Figure 1. Met1 routing (run 1).
Supply wires on this layer in grey.
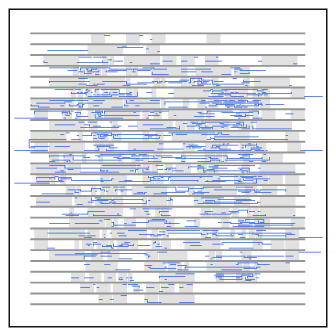
Figure 2. Clock nets (run 1).
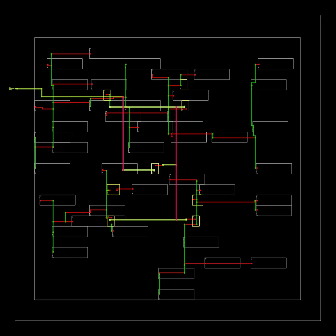
Figure 3. Routed clock nets over the placement (run 1).
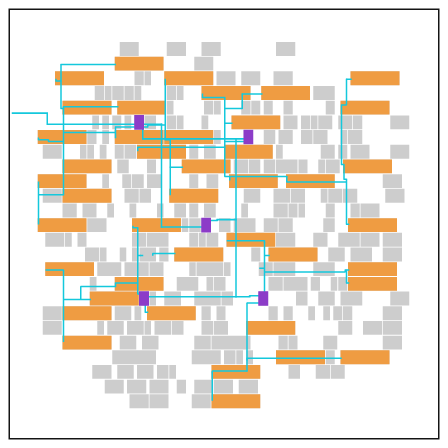
Figure 4. Cell classes on the final placement (run 1).
Scale bar: 20 um.
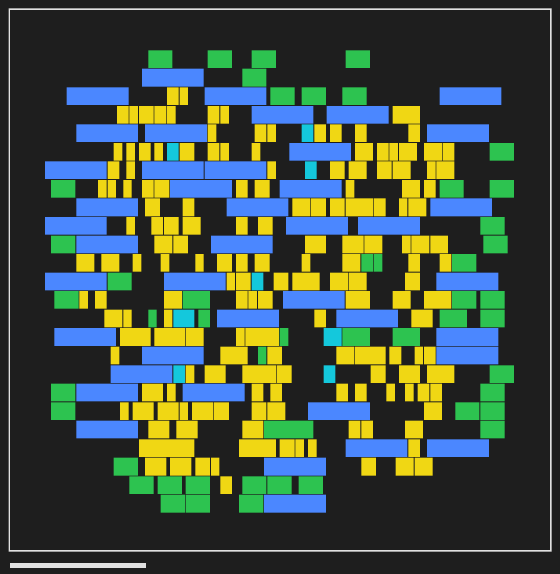
### config.mk
export PLATFORM = sky130hd
export DESIGN_NAME = vnm_word_packer
export DESIGN_NICKNAME = d
export VERILOG_FILES = /design/src/rtl/vnm_pkg.sv /design/src/rtl/vnm_pair.sv /design/src/rtl/vnm_word_packer.sv
export SDC_FILE = /design/constraint.sdc
export NUM_CORES = 1
export LEC_CHECK = 0
export CAP_MARGIN = 20
export CORE_MARGIN = 5
export CORE_UTILIZATION = 45
export CTS_BUF_LIST = sky130_fd_sc_hd__clkbuf_2
export CTS_CLUSTER_SIZE = 24
export DETAILED_ROUTE_END_ITERATION = 8
export GPL_TIMING_DRIVEN = 0
export PLACE_DENSITY = 0.74
export SLEW_MARGIN = 20
export SYNTH_ARGS = -nofsm -noshare
export SYNTH_HDL_FRONTEND = slang
export SYNTH_HIERARCHICAL = 1
export SYNTH_SLANG_ARGS = --single-unit
### constraint.sdc
create_clock -name clk -period 4.7 [get_ports clk]
set_clock_uncertainty 0.2 [all_clocks]
set_input_delay 0.94 -clock clk [delete_from_list [all_inputs] [get_ports clk]]
set_output_delay 0.94 -clock clk [all_outputs]
set_load 0.1 [all_outputs]
### src/rtl/vnm_pkg.sv
// Shared types for the Von Neumann debiaser / word packer.
package vnm_pkg;

    typedef enum logic [1:0] {
        MODE_XOR  = 2'd0,
        MODE_SEL  = 2'd1,
        MODE_RAW  = 2'd2,
        MODE_RSVD = 2'd3
    } vnm_mode_t;

    typedef enum logic {
        EMPTY = 1'b0,
        HELD  = 1'b1
    } pair_state_t;

endpackage

### src/rtl/vnm_pair.sv
// Single-bit Von Neumann pair FSM. Emits combinationally on the second bit of an
// unequal pair so the packer can complete a word in the same cycle.
//
// state | meaning
// EMPTY | no bit held; next sample becomes the first bit of a pair
// HELD  | first bit of a pair stored in first_q
module vnm_pair
    import vnm_pkg::*;
(
    input  logic clk,
    input  logic rst,
    input  logic flush,
    input  logic en,
    input  logic bit_in,
    input  logic bypass,
    output logic emit,
    output logic bit_out,
    output logic discard
);

    pair_state_t state_q;
    pair_state_t state_cur;
    logic        first_q;

    // A flush in the same cycle as a sample makes that sample the first of a new pair.
    assign state_cur = flush ? EMPTY : state_q;

    // Emit / discard decode from the effective state and the incoming bit.
    always_comb begin
        emit    = 1'b0;
        discard = 1'b0;
        bit_out = bypass ? bit_in : first_q;
        if (en) begin
            if (bypass) begin
                emit = 1'b1;
            end else if (state_cur == HELD) begin
                emit    = (bit_in != first_q);
                discard = (bit_in == first_q);
            end
        end
    end

    // Pair state and stored first bit.
    always_ff @(posedge clk or posedge rst) begin
        if (rst) begin
            state_q <= EMPTY;
            first_q <= 1'b0;
        end else if (en) begin
            if (bypass) begin
                state_q <= EMPTY;
            end else if (state_cur == EMPTY) begin
                state_q <= HELD;
                first_q <= bit_in;
            end else begin
                state_q <= EMPTY;
            end
        end else if (flush) begin
            state_q <= EMPTY;
        end
    end

endmodule

### src/rtl/vnm_word_packer.sv
// Multi-channel Von Neumann debiaser and word packer with a one-deep output
// register, sticky overflow and a saturating discarded-pair counter.
module vnm_word_packer
    import vnm_pkg::*;
#(
    parameter  int CHANNELS = 4,
    parameter  int WORD_W   = 8,
    parameter  int CNT_W    = 16,
    localparam int SEL_W    = (CHANNELS > 1) ? $clog2(CHANNELS) : 1
) (
    input  logic                clk,
    input  logic                rst,
    input  logic                clr,
    input  logic                sample_en,
    input  logic [CHANNELS-1:0] bits_in,
    input  logic [1:0]          mode,
    input  logic [SEL_W-1:0]    sel,
    output logic [WORD_W-1:0]   word_data,
    output logic                word_valid,
    input  logic                word_ready,
    output logic                overflow,
    output logic [CNT_W-1:0]    discard_cnt
);

    localparam int BC_W = $clog2(WORD_W);

    vnm_mode_t         mode_e;
    logic [1:0]        mode_q;
    logic [SEL_W-1:0]  sel_q;
    logic              src_change;
    logic              flush;
    logic              en;
    logic              src_bit;
    logic              bypass;

    logic              pair_emit;
    logic              pair_bit;
    logic              pair_discard;

    logic [WORD_W-1:0] sr_q, sr_d, sr_base;
    logic [BC_W-1:0]   bc_q, bc_d, bc_base;
    logic [WORD_W-1:0] word_new;
    logic              word_done;

    logic [WORD_W-1:0] data_q;
    logic              valid_q;
    logic              ovf_q;
    logic [CNT_W-1:0]  disc_q;

    assign mode_e     = vnm_mode_t'(mode);
    assign src_change = (mode != mode_q) || (sel != sel_q);
    assign flush      = clr | src_change;
    assign en         = sample_en & ~clr;
    assign bypass     = (mode_e == MODE_RAW);

    // Source bit: selected channel or XOR-fold; out-of-range sel falls back to channel 0.
    always_comb begin
        src_bit = ^bits_in;
        if (mode_e == MODE_SEL) begin
            if (int'(sel) < CHANNELS) begin
                src_bit = bits_in[sel];
            end else begin
                src_bit = bits_in[0];
            end
        end
    end

    vnm_pair u_pair (
        .clk     (clk),
        .rst     (rst),
        .flush   (flush),
        .en      (en),
        .bit_in  (src_bit),
        .bypass  (bypass),
        .emit    (pair_emit),
        .bit_out (pair_bit),
        .discard (pair_discard)
    );

    // Right-shifting packer; a source change discards the partial word before this cycle's bit.
    always_comb begin
        sr_base   = flush ? '0 : sr_q;
        bc_base   = flush ? '0 : bc_q;
        sr_d      = sr_base;
        bc_d      = bc_base;
        word_new  = {pair_bit, sr_base[WORD_W-1:1]};
        word_done = 1'b0;
        if (pair_emit) begin
            if (bc_base == BC_W'(WORD_W - 1)) begin
                word_done = 1'b1;
                sr_d      = '0;
                bc_d      = '0;
            end else begin
                sr_d = word_new;
                bc_d = bc_base + BC_W'(1);
            end
        end
    end

    // Source tracking, packer state, output register and health counters.
    always_ff @(posedge clk or posedge rst) begin
        if (rst) begin
            mode_q  <= '0;
            sel_q   <= '0;
            sr_q    <= '0;
            bc_q    <= '0;
            data_q  <= '0;
            valid_q <= 1'b0;
            ovf_q   <= 1'b0;
            disc_q  <= '0;
        end else begin
            mode_q <= mode;
            sel_q  <= sel;
            sr_q   <= sr_d;
            bc_q   <= bc_d;
            if (clr) begin
                data_q  <= '0;
                valid_q <= 1'b0;
                ovf_q   <= 1'b0;
                disc_q  <= '0;
            end else begin
                if (word_done) begin
                    if (!valid_q || word_ready) begin
                        data_q  <= word_new;
                        valid_q <= 1'b1;
                    end else begin
                        ovf_q <= 1'b1;
                    end
                end else if (valid_q && word_ready) begin
                    valid_q <= 1'b0;
                end
                if (pair_discard && (disc_q != '1)) begin
                    disc_q <= disc_q + CNT_W'(1);
                end
            end
        end
    end

    assign word_data   = data_q;
    assign word_valid  = valid_q;
    assign overflow    = ovf_q;
    assign discard_cnt = disc_q;

endmodule

==> run notes, run 1 <==
## Logic synthesis
- 42 — Synth Register Bits
- 217 — number of standard cells reported by yosys
- sky130_fd_sc_hd__dfrtp_1 — most frequently used cell type in the post-synthesis netlist
- 0.00216 mm^2 — chip area estimate from yosys synthesis
- sky130_fd_sc_hd__dfrtp_1 — leading register cell type out of synthesis
- 0.0365 — yosys xor share
- 1.00 — FFs w/ async S/R, synth
- 0.0278 — fraction of synthesized area in multiplexers
- 0.00216 mm^2 — post-synth design cell area
- 6 — yosys warning tally
- sky130_fd_sc_hd__dfrtp_1, sky130_fd_sc_hd__a21oi_1, sky130_fd_sc_hd__nand2_1, sky130_fd_sc_hd__o31ai_1, sky130_fd_sc_hd__nor2_1 — Post-synth top cells
- 0.486 — sequential cell area fraction in the yosys report
- 0.151 — Synth Area in Compound Gates

## STA
- 435 ps — worst setup slack after layout
- 234 MHz — upper clock frequency limit
- false — unrepaired setup endpoints after global routing
- 0 — final number of max-transition violations
- 970 ps — transition time at the pin with the least slew margin
- 0 — final number of hold-violating endpoints

## Clock network
- 2 — maximum level of the CTS H-tree
- built — TritonCTS clock tree
- sky130_fd_sc_hd__clkbuf_2 — cell at the root of the clock tree
- 390 ps — insertion delay at the late pin of the worst-skew pair
- 2 — Max clock buf depth
- 0 — hold_buf cts
- 42 — # clock sinks
- 0 — post-CTS setup buffers

## Power
- 0.628 — share of total power in sequential cells
- sequential cells — power group with the largest share
- 0.000158 W — P_sw
- 156 uV — IR Drop Worst-Case VDD
- 0.267 — net switching share of the total power
- 0.267 — part of the power in the clock network
- 0.0000620 W — combinational cell power

## Cells and area
- 0.570 — share of the core filled with cells in the final layout
- 0.393 — share of the final layout cell area in sequential cells
- sequential cells — cell class ranked first by area
- sky130_fd_sc_hd__dfrtp_1, sky130_fd_sc_hd__clkdlybuf4s50_1, sky130_fd_sc_hd__a21oi_1, sky130_fd_sc_hd__nand2_1, sky130_fd_sc_hd__o31ai_1 — most frequent logic cells in the routed design
- 0.0173 — portion of the layout cell area used by clock cells
- 0 — diode insertion count for antenna repair
- 49 — number of non-clock buffers in the layout
- 318 — Post-Layout Cell Count
- 0.00268 mm^2 — Design Area, Final
- 435 — FILL cells
- 0.00100 mm^2 — multi-input logic area
- 279 — number of nets in the finished design
- 23.8% — growth of design area from synthesis to finish
- 5 — number of clock buffer instances in the layout

## Route
- 0 — number of design rule violations left after detail routing
- 86 — number of violations reported at the end of detailed-routing iteration 0
- 4840 um — wire length after detailed routing
- 15.2 um — Avg WL per Cell
- 4 — total iterations of the first detailed-routing run

## Critical path
- sel_q[1] — reg-to-reg critical path startpoint
- 550 ps — delay of the slowest cell on the worst path
- 11 — cell count along the critical path
- 11 — highest net fanout along the worst path
- 4810 ps — data required time at the worst endpoint
- input port — type of element launching the critical path
- sky130_fd_sc_hd__clkdlybuf4s50_1 — cell with the biggest individual delay on the critical path
- simple AND/OR/NAND/NOR gates — top cell family by delay on the critical path
- 1120 ps — slack of the worst reg-to-reg path
- flop — type of element capturing the critical path

## Place
- 38 — count of input and output buffers
- 0.836 — global placement routability congestion
- 310 — number of cells in the design after placement
- -14.3 ps — Post-Place Setup Slack

## GRT
- 1850 — number of global-route vias before repair
- 8620 um — first-pass GRT wire length

## Die
- 0.00629 mm^2 — DIE AREA
- 39 — num ports
- 54 — Tapcell Cnt
- 25 — # rows
- 79.3 um — Die Y-Extent
- 0.00469 mm^2 — standard cell core area

## Worst hold path
- 2 — cell count of the worst hold path
- word_data[4] — worst hold path startpoint

## Run status
- finished clean — outcome

## Picture notes: Figure 1
- longest straight run: 20.9 um
- nets with wire on the layer: 247
- main direction: horizontal

## Picture notes: Figure 2
power attributed to the clock group: 0.000158 W
Num CTS Buffers: 5

## Picture notes: Figure 3
- orange: flip-flops (count 42)
- purple: clock-net drivers (count 5)
- cyan: clock wires (length 496 um)
- routed clock nets: 6

## Picture notes: Figure 4
- cyan: clock drivers and dummy loads (cells 8; share of their area 1.8%)
- yellow: remaining logic cells (cells 165; share of their area 40%)
- green: remaining buffers and delay cells (cells 49; share of their area 18%)
- blue: sequential cells (cells 42; share of their area 40%)

[run 1: routing by layer]
metal,up-vias,wire length [um],track usage
li1,876,-,-
met1,891,2080,0.211
met2,30,2520,0.306
met3,5,197,0.0476
met4,0,48,0.0412
met5,-,0,0
[run 1: through the flow]
| stage | hold slack, ps | setup TNS [ps] | power, W |
|---|---|---|---|
| global route | 341 | 0 | 0.000628 |
| floorplan | 288 | 0 | 0.000415 |
| CTS | 321 | 0 | 0.000603 |
| global placement | 270 | 0 | 0.000437 |
| finish | 314 | 0 | 0.000592 |
| detailed placement | 276 | -14.3 | 0.000441 |
## Run 2: what changed since run 1
Settings changed: CORE_UTILIZATION 45 to 55, PLACE_DENSITY 0.74 to 0.87.
Figure 5. Met1 routing (run 2).
Supply wires on this layer in grey.
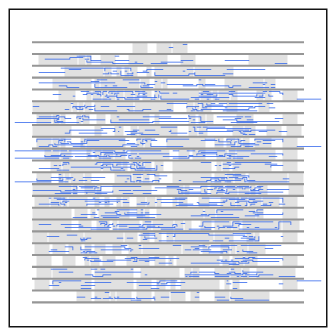
- nets with wire on the layer: 248
- share of all routed wire: 44%
- longest straight run: 17.5 um
- main direction: horizontal

==> run 2 against run 1 <==
  * Design area increased by 0.80%
  * Wire length about the same
  * First-iteration DRC count increased by 130%
  * Largest power group unchanged
  * Synthesized cell count unchanged
  * Sequential power about the same
  * Largest cell class unchanged
==> run notes, run 2 <==
## Power
- 0.000372 W — power in sequential cells, about the same
- sequential cells — power group with the largest share, unchanged
- 0.000214 W — power attributed to the clock group, was 0.000158 W
- 0.0000632 W — combinational cell power, was 0.0000620 W
- 0.573 — share of total power in sequential cells, was 0.628
- 241 mW/mm^2 — power density over cell area, was 221 mW/mm^2
- 0.329 — part of the power in the clock network, was 0.267
- 176 uV — IR Drop Worst-Case VDD, was 156 uV
- 0.000159 W — P_sw, was 0.000158 W
- 0.000649 W — final total power, was 0.000592 W
- 0.246 — net switching share of the total power, was 0.267

## Place
- 0.788 — global placement routability congestion, was 0.836
- 38 — count of input and output buffers, unchanged
- 304 — number of cells in the design after placement, was 310
- -92.9 ps — Post-Place Setup Slack, was -14.3 ps
- 0.00263 mm^2 — placed standard-cell area, unchanged

## Logic synthesis
- 6 — yosys warning tally, unchanged
- 0.151 — Synth Area in Compound Gates, unchanged
- 233 — syn_nets, unchanged
- 0.0365 — yosys xor share, unchanged
- 1.00 — FFs w/ async S/R, synth, unchanged
- 0.00216 mm^2 — post-synth design cell area, unchanged
- 42 — Synth Register Bits, unchanged
- sky130_fd_sc_hd__dfrtp_1, sky130_fd_sc_hd__a21oi_1, sky130_fd_sc_hd__nand2_1, sky130_fd_sc_hd__o31ai_1, sky130_fd_sc_hd__nor2_1 — Post-synth top cells, unchanged
- 0.486 — sequential cell area fraction in the yosys report, unchanged
- 0.0278 — fraction of synthesized area in multiplexers, unchanged
- 217 — number of standard cells reported by yosys, unchanged
- sky130_fd_sc_hd__dfrtp_1 — leading register cell type out of synthesis, unchanged
- 0.486 — area share of the leading cell type in the synthesized netlist, unchanged
- sky130_fd_sc_hd__dfrtp_1 — most frequently used cell type in the post-synthesis netlist, unchanged
- 0.00216 mm^2 — chip area estimate from yosys synthesis, unchanged
- 0 — Post-synth EDFFs, unchanged

## Cells and area
- sky130_fd_sc_hd__dfrtp_1 — Commonest Layout Cell, unchanged
- 0.00100 mm^2 — multi-input logic area, unchanged
- 0 — diode insertion count for antenna repair, unchanged
- 279 — number of nets in the finished design, unchanged
- 312 — Post-Layout Cell Count, was 318
- 0.720 — share of the core filled with cells in the final layout, was 0.570
- 0.00270 mm^2 — Design Area, Final, was 0.00268 mm^2
- sky130_fd_sc_hd__dfrtp_1, sky130_fd_sc_hd__clkdlybuf4s50_1, sky130_fd_sc_hd__a21oi_1, sky130_fd_sc_hd__nand2_1, sky130_fd_sc_hd__o31ai_1 — most frequent logic cells in the routed design, unchanged
- 16 — flip-flop count of the largest register after layout, unchanged
- 24.8% — growth of design area from synthesis to finish, was 23.8%
- 294 — FILL cells, was 435

## STA
- 279 ps — worst setup slack after layout, was 435 ps
- 0 — final number of hold-violating endpoints, unchanged
- 226 MHz — upper clock frequency limit, was 234 MHz
- 0 — final number of max-transition violations, unchanged
- 311 ps — worst hold slack, was 314 ps
- false — unrepaired setup endpoints after global routing, unchanged
- 975 ps — transition time at the pin with the least slew margin, was 970 ps
- 0 ps — Total Neg Setup Slack, unchanged
- 0.348 — max-slew headroom at the worst pin, was 0.351

## Clock network
- 42 — # clock sinks, unchanged
- 2 — Max clock buf depth, unchanged
- 5 — Num CTS Buffers, unchanged
- 0 — hold_buf cts, unchanged
- sky130_fd_sc_hd__clkbuf_2 — cell at the root of the clock tree, unchanged
- 0 — post-CTS setup buffers, unchanged
- built — TritonCTS clock tree, unchanged
- 400 ps — insertion delay at the late pin of the worst-skew pair, was 390 ps
- 2 — maximum level of the CTS H-tree, unchanged

## Run status
- finished clean — outcome, unchanged

## Route
- met4 — top sig layer, unchanged
- 15.5 um — Avg WL per Cell, was 15.2 um
- 2410 um — detailed-routed wire length on met2, was 2520 um
- 197 — number of violations reported at the end of detailed-routing iteration 0, was 86
- 4840 um — wire length after detailed routing, about the same
- 0 — number of design rule violations left after detail routing, unchanged
- 4 — total iterations of the first detailed-routing run, unchanged
- 2120 um — wire length the detailed router placed on met1, was 2080 um
- 236 um — WL met3, was 197 um
- 5.94 — vias per cell, was 5.67

## GRT
- 0.193 — global-route usage over all layers, was 0.174
- met2 — most heavily used metal layer in global routing, unchanged
- 0.246 — GR Util met1, was 0.211
- 0.0455 — GRT met3 Usage, was 0.0476
- 1743 — number of global-route vias before repair, was 1850
- 8070 um — first-pass GRT wire length, was 8620 um
- 0.323 — met2 track demand over resource, was 0.306

## Critical path
- 4830 ps — data required time at the worst endpoint, was 4810 ps
- simple AND/OR/NAND/NOR gates — top cell family by delay on the critical path, unchanged
- 910 ps — slack of the worst reg-to-reg path, was 1120 ps
- sel_q[1] — reg-to-reg critical path startpoint, unchanged
- sky130_fd_sc_hd__clkdlybuf4s50_1 — cell with the biggest individual delay on the critical path, unchanged
- 11 — cell count along the critical path, unchanged
- 11 — highest net fanout along the worst path, unchanged
- input port — type of element launching the critical path, unchanged
- mode[0] — launching element of the worst setup path, unchanged
- 540 ps — delay of the slowest cell on the worst path, was 550 ps
- flop — type of element capturing the critical path, unchanged
- in -> reg — CP Class, unchanged

## Die
- 72.7 um — Die Y-Extent, was 79.3 um
- 0.00374 mm^2 — standard cell core area, was 0.00469 mm^2
- 39 — num ports, unchanged
- 0.00528 mm^2 — DIE AREA, was 0.00629 mm^2
- 22 — # rows, was 25

Figure 6. Routed clock nets over the placement (run 2).
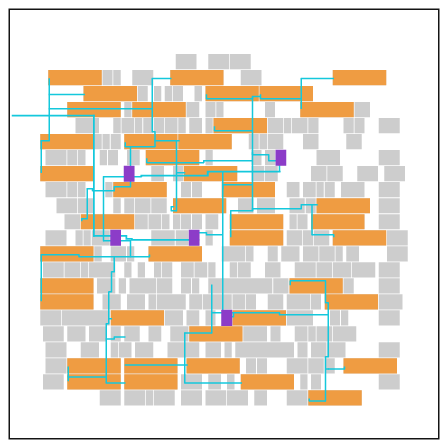
- orange: flip-flops (count 42)
- purple: clock-net drivers (count 5)
- cyan: clock wires (length 516 um)
- routed clock nets: 6
- flops lie: spread over the die

==> run 2: cell counts after synthesis <==
No cell type changed its count.
==> run 2: final cells by class <==
class / count / share of cell area
buffer: 10 / 0.0260
timing repair buffer: 39 / 0.151
sequential: 42 / 0.390
multi-input combinational: 155 / 0.372
clock inverter: 2 / 0.0139
clock buffer: 6 / 0.0111
inverter: 10 / 0.0139
tap: 48 / 0.0223
==> run 2: worst min path at each step <==
stage / start / endpoint / slack, ps / cells past startpoint
floorplan: sr_q[1] / word_data[0] / 290 / 2
global placement: word_data[3] / word_data[3] / 270 / 2
detailed placement: word_data[4] / word_data[4] / 270 / 2
CTS: word_data[1] / word_data[1] / 320 / 2
global route: word_data[1] / word_data[1] / 350 / 2
finish: word_data[1] / word_data[1] / 310 / 2
## Run 3: what changed since run 2
Settings changed: SLEW_MARGIN 20 to unset.
Figure 7. Cell sizes after repair (run 3).
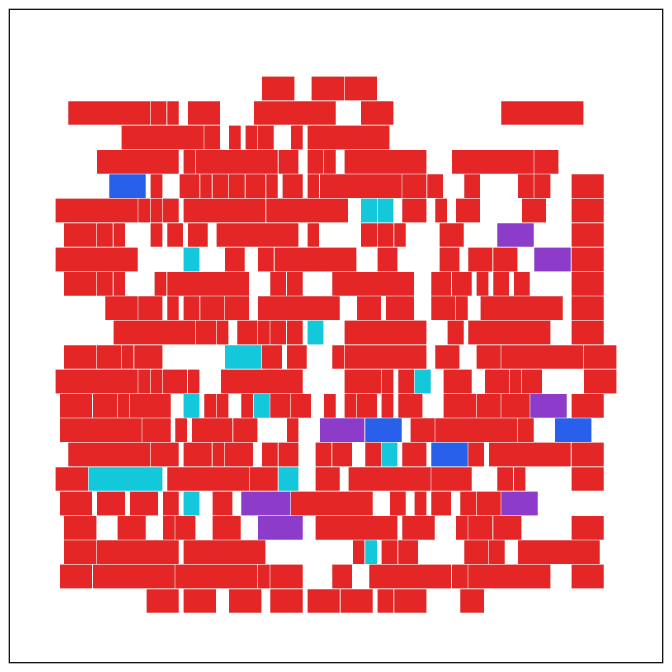
- red: x1 and smaller (cells 239; share 91%)
- blue: x6 and larger (cells 4; share 1.5%)
- cyan: x2 (cells 13; share 4.9%)
- purple: x3 and x4 (cells 7; share 2.7%)

==> run 3 against run 2 <==
  * Sequential cell count unchanged
  * Die area unchanged
  * Synthesized cell count unchanged
  * Sequential share of layout area increased by 0.83 points
  * Area after synthesis unchanged
  * Critical path depth unchanged
  * Count of clock-buffer cells in the layout unchanged
  * Highest routed layer unchanged
  * Maximum frequency increased by 0.34%
  * Combinational power decreased by 5.4%
  * Largest power group unchanged
  * First-iteration DRC count decreased by 31%
  * Hold slack got worse by 1.9 ps
==> run notes, run 3 <==
## STA
- 227 MHz — upper clock frequency limit, was 226 MHz
- 0 — final number of max-transition violations, unchanged
- 0.348 — max-slew headroom at the worst pin, about the same
- 309 ps — worst hold slack, was 311 ps
- false — unrepaired setup endpoints after global routing, unchanged
- 0.937 — post-layout period usage of the worst path, was 0.941
- 0 — final setup violation count, unchanged
- 4410 ps — final critical-path required period, was 4420 ps
- 0 ps — Total Neg Setup Slack, unchanged
- 975 ps — transition time at the pin with the least slew margin, about the same
- 294 ps — worst setup slack after layout, was 279 ps
- 0 — final number of hold-violating endpoints, unchanged

## Logic synthesis
- 0.0174 — post-synthesis adder-cell area fraction, unchanged
- 0.00216 mm^2 — post-synth design cell area, unchanged
- 9.96 um^2 — Avg Cell Area, Syn, unchanged
- 0.486 — area share of the leading cell type in the synthesized netlist, unchanged
- 6 — yosys warning tally, unchanged
- sky130_fd_sc_hd__dfrtp_1, sky130_fd_sc_hd__a21oi_1, sky130_fd_sc_hd__nand2_1, sky130_fd_sc_hd__o31ai_1, sky130_fd_sc_hd__nor2_1 — Post-synth top cells, unchanged
- 0.232 — area share of and/or/nand/nor cells after synthesis, unchanged
- 0 — Post-synth EDFFs, unchanged
- sky130_fd_sc_hd__dfrtp_1 — most frequently used cell type in the post-synthesis netlist, unchanged
- 41 — distinct cell type count of the synthesized netlist, unchanged
- sky130_fd_sc_hd__dfrtp_1, sky130_fd_sc_hd__a21oi_1, sky130_fd_sc_hd__o31ai_1, sky130_fd_sc_hd__nand2_1, sky130_fd_sc_hd__or4_1 — synth top area cells, unchanged
- 1.00 — FFs w/ async S/R, synth, unchanged
- 217 — cells after synthesis, unchanged
- 233 — syn_nets, unchanged
- simple AND/OR/NAND/NOR gates — top logic cell family in the synthesized netlist, unchanged
- 0.0278 — fraction of synthesized area in multiplexers, unchanged
- 0.151 — Synth Area in Compound Gates, unchanged
- 0.486 — sequential cell area fraction in the yosys report, unchanged
- 0.0365 — yosys xor share, unchanged
- 217 — number of standard cells reported by yosys, unchanged
- 0.00216 mm^2 — chip area estimate from yosys synthesis, unchanged
- 42 — Synth Register Bits, unchanged
- sky130_fd_sc_hd__dfrtp_1 — leading register cell type out of synthesis, unchanged
- sky130_fd_sc_hd__dfrtp_1 — leading area contributor after synthesis, unchanged

## GRT
- 41 — largest net degree at the start of global routing, was 25
- 0 — initial antenna violation count, unchanged
- 1727 — number of global-route vias before repair, was 1743
- 0.187 — global-route usage over all layers, was 0.193
- 0.245 — GR Util met1, was 0.246
- 0.0358 — GRT met3 Usage, was 0.0455
- 0 — total congestion overflow after global routing, unchanged
- 7840 um — first-pass GRT wire length, was 8070 um
- met2 — most heavily used metal layer in global routing, unchanged
- 0.300 — met2 track demand over resource, was 0.323

## Place
- 0.00260 mm^2 — placed standard-cell area, was 0.00263 mm^2
- 303 — number of cells in the design after placement, was 304
- -86.8 ps — Post-Place Setup Slack, was -92.9 ps
- 3390 um — estimated wirelength of the detail-placed design, was 3530 um
- 38 — count of input and output buffers, unchanged
- 0.788 — global placement routability congestion, unchanged

## Clock network
- sky130_fd_sc_hd__clkbuf_2 — cell at the root of the clock tree, unchanged
- 390 ps — insertion delay at the late pin of the worst-skew pair, was 400 ps
- 42 — # clock sinks, unchanged
- 0 — post-CTS setup buffers, unchanged
- 210 ps — Clock transition at path regs, was 240 ps
- built — TritonCTS clock tree, unchanged
- 0 — hold_buf cts, unchanged
- 2 — Max clock buf depth, unchanged
- 0 — Post-CTS Resized, unchanged
- 5 — Num CTS Buffers, unchanged
- 2 — maximum level of the CTS H-tree, unchanged

## Critical path
- 530 ps — delay of the slowest cell on the worst path, was 540 ps
- 910 ps — slack of the worst reg-to-reg path, about the same
- discard_cnt[10] — Reg-to-Reg End, unchanged
- sky130_fd_sc_hd__clkdlybuf4s50_1 — cell with the biggest individual delay on the critical path, unchanged
- 4800 ps — data required time at the worst endpoint, was 4830 ps
- input port — type of element launching the critical path, unchanged
- 10 — worst r2r path cells, unchanged
- discard_cnt[10] — capture point of the critical path, unchanged
- 11 — cell count along the critical path, unchanged
- 3 — Bufs and invs on worst path, unchanged
- sel[1] — launching element of the worst setup path, was mode[0]
- sel_q[1] — reg-to-reg critical path startpoint, unchanged
- clkdlybuf4s50_1 -> xnor2_1 -> nand2_1 -> or4_1 -> buf_2 -> buf_6 -> nand2b_1 -> nor3_1 -> nand3_1 -> nor4b_1 -> mux2_1 — series of cell instances along the critical path, unchanged
- 4510 ps — data arrival time at the worst-slack endpoint, was 4550 ps
- flop — type of element capturing the critical path, unchanged
- simple AND/OR/NAND/NOR gates — top cell family by delay on the critical path, unchanged
- in -> reg — CP Class, unchanged
- 11 — highest net fanout along the worst path, unchanged

## Die
- 22 — # rows, unchanged
- 0.577 — fp util, unchanged
- 72.7 um — Die Y-Extent, unchanged
- 0.00528 mm^2 — DIE AREA, unchanged
- 0.00374 mm^2 — standard cell core area, unchanged
- 72.7 um — Chip Width, unchanged
- 39 — num ports, unchanged

## Power
- 0.000432 W — total internal power, was 0.000490 W
- 0.000153 W — P_sw, was 0.000159 W
- 0.262 — net switching share of the total power, was 0.246
- 0.000585 W — final total power, was 0.000649 W
- 0.102 — fraction of power consumed by combinational cells, was 0.097
- 0.636 — share of total power in sequential cells, was 0.573
- 0.262 — part of the power in the clock network, was 0.329
- sequential cells — power group with the largest share, unchanged
- 0.0000598 W — combinational cell power, was 0.0000632 W
- 154 uV — IR Drop Worst-Case VDD, was 176 uV
- 1.05 nW — Leakage Power, was 1.07 nW
- 222 mW/mm^2 — power density over cell area, was 241 mW/mm^2
- 0.000153 W — power attributed to the clock group, was 0.000214 W
- 0.000372 W — power in sequential cells, about the same

## Route
- 1839 — vias after detailed routing, was 1853
- 136 — number of violations reported at the end of detailed-routing iteration 0, was 197
- 0 — number of design rule violations left after detail routing, unchanged
- 4 — total iterations of the first detailed-routing run, unchanged
- 233 um — WL met3, was 236 um
- 5.91 — vias per cell, was 5.94
- 4710 um — wire length after detailed routing, was 4840 um
- met4 — top sig layer, unchanged
- 15.1 um — Avg WL per Cell, was 15.5 um
- 0 — count of nets left with antenna violations after detail routing, unchanged
- 2090 um — wire length the detailed router placed on met1, was 2120 um
- 2310 um — detailed-routed wire length on met2, was 2410 um

## Cells and area
- 0.00264 mm^2 — Design Area, Final, was 0.00270 mm^2
- 0.705 — share of the core filled with cells in the final layout, was 0.720
- sky130_fd_sc_hd__dfrtp_1 — Commonest Layout Cell, unchanged
- 311 — Post-Layout Cell Count, was 312
- 0.0913 — share of post-route cells with drive strength above 1, was 0.0985
- 278 — number of nets in the finished design, was 279
- 22.2% — growth of design area from synthesis to finish, was 24.8%
- 16 — flip-flop count of the largest register after layout, unchanged
- 0 — diode insertion count for antenna repair, unchanged
- sky130_fd_sc_hd__dfrtp_1, sky130_fd_sc_hd__clkdlybuf4s50_1, sky130_fd_sc_hd__a21oi_1, sky130_fd_sc_hd__nand2_1, sky130_fd_sc_hd__o31ai_1 — most frequent logic cells in the routed design, unchanged

## Worst hold path
- 2 — cell count of the worst hold path, unchanged
- word_data[1] — worst hold path startpoint, unchanged
- reg -> reg — class of the most critical hold timing path, unchanged
- word_data[1] — Endpoint, Worst Hold, unchanged

## Job
- 0 — Max-Cap Viols, unchanged
- 26 — tool warnings, unchanged

## Run status
- finished clean — outcome, unchanged

Figure 8. Routed clock nets over the placement (run 3).
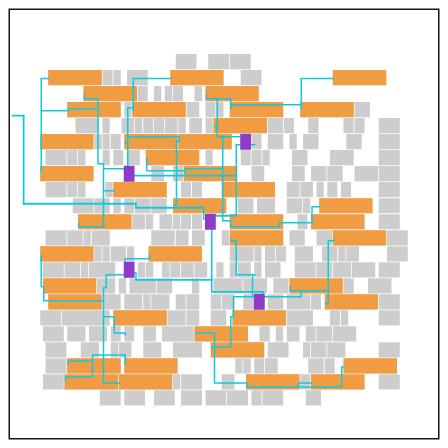
- orange: flip-flops (count 42)
- purple: clock-net drivers (count 5)
- cyan: clock wires (length 511 um)
- flops lie: spread over the die
- routed clock nets: 6

run 3: area by class of cell:
cell class / instances / area [um^2]
Multi-Input combinational cell: 155 / 1000
Clock buffer: 6 / 30.0
Tap cell: 48 / 60.1
Fill cell: 292 / 1100
Timing Repair Buffer: 38 / 380
Clock inverter: 2 / 8.76
Sequential cell: 42 / 1050
Inverter: 10 / 37.5
Buffer: 10 / 70.1
run 3: kinds of logic (layout without fill, tap and decap cells):
family,after synthesis,after routing
buffers and inverters,20,66
AND/OR/NAND/NOR,85,85
multiplexers,4,4
flip-flops,42,42
adder cells (fa/ha/maj),3,3
XOR/XNOR,9,9
AND-OR/OR-AND,54,54
No activity file was given, so power comes from the tool's default toggle rates.
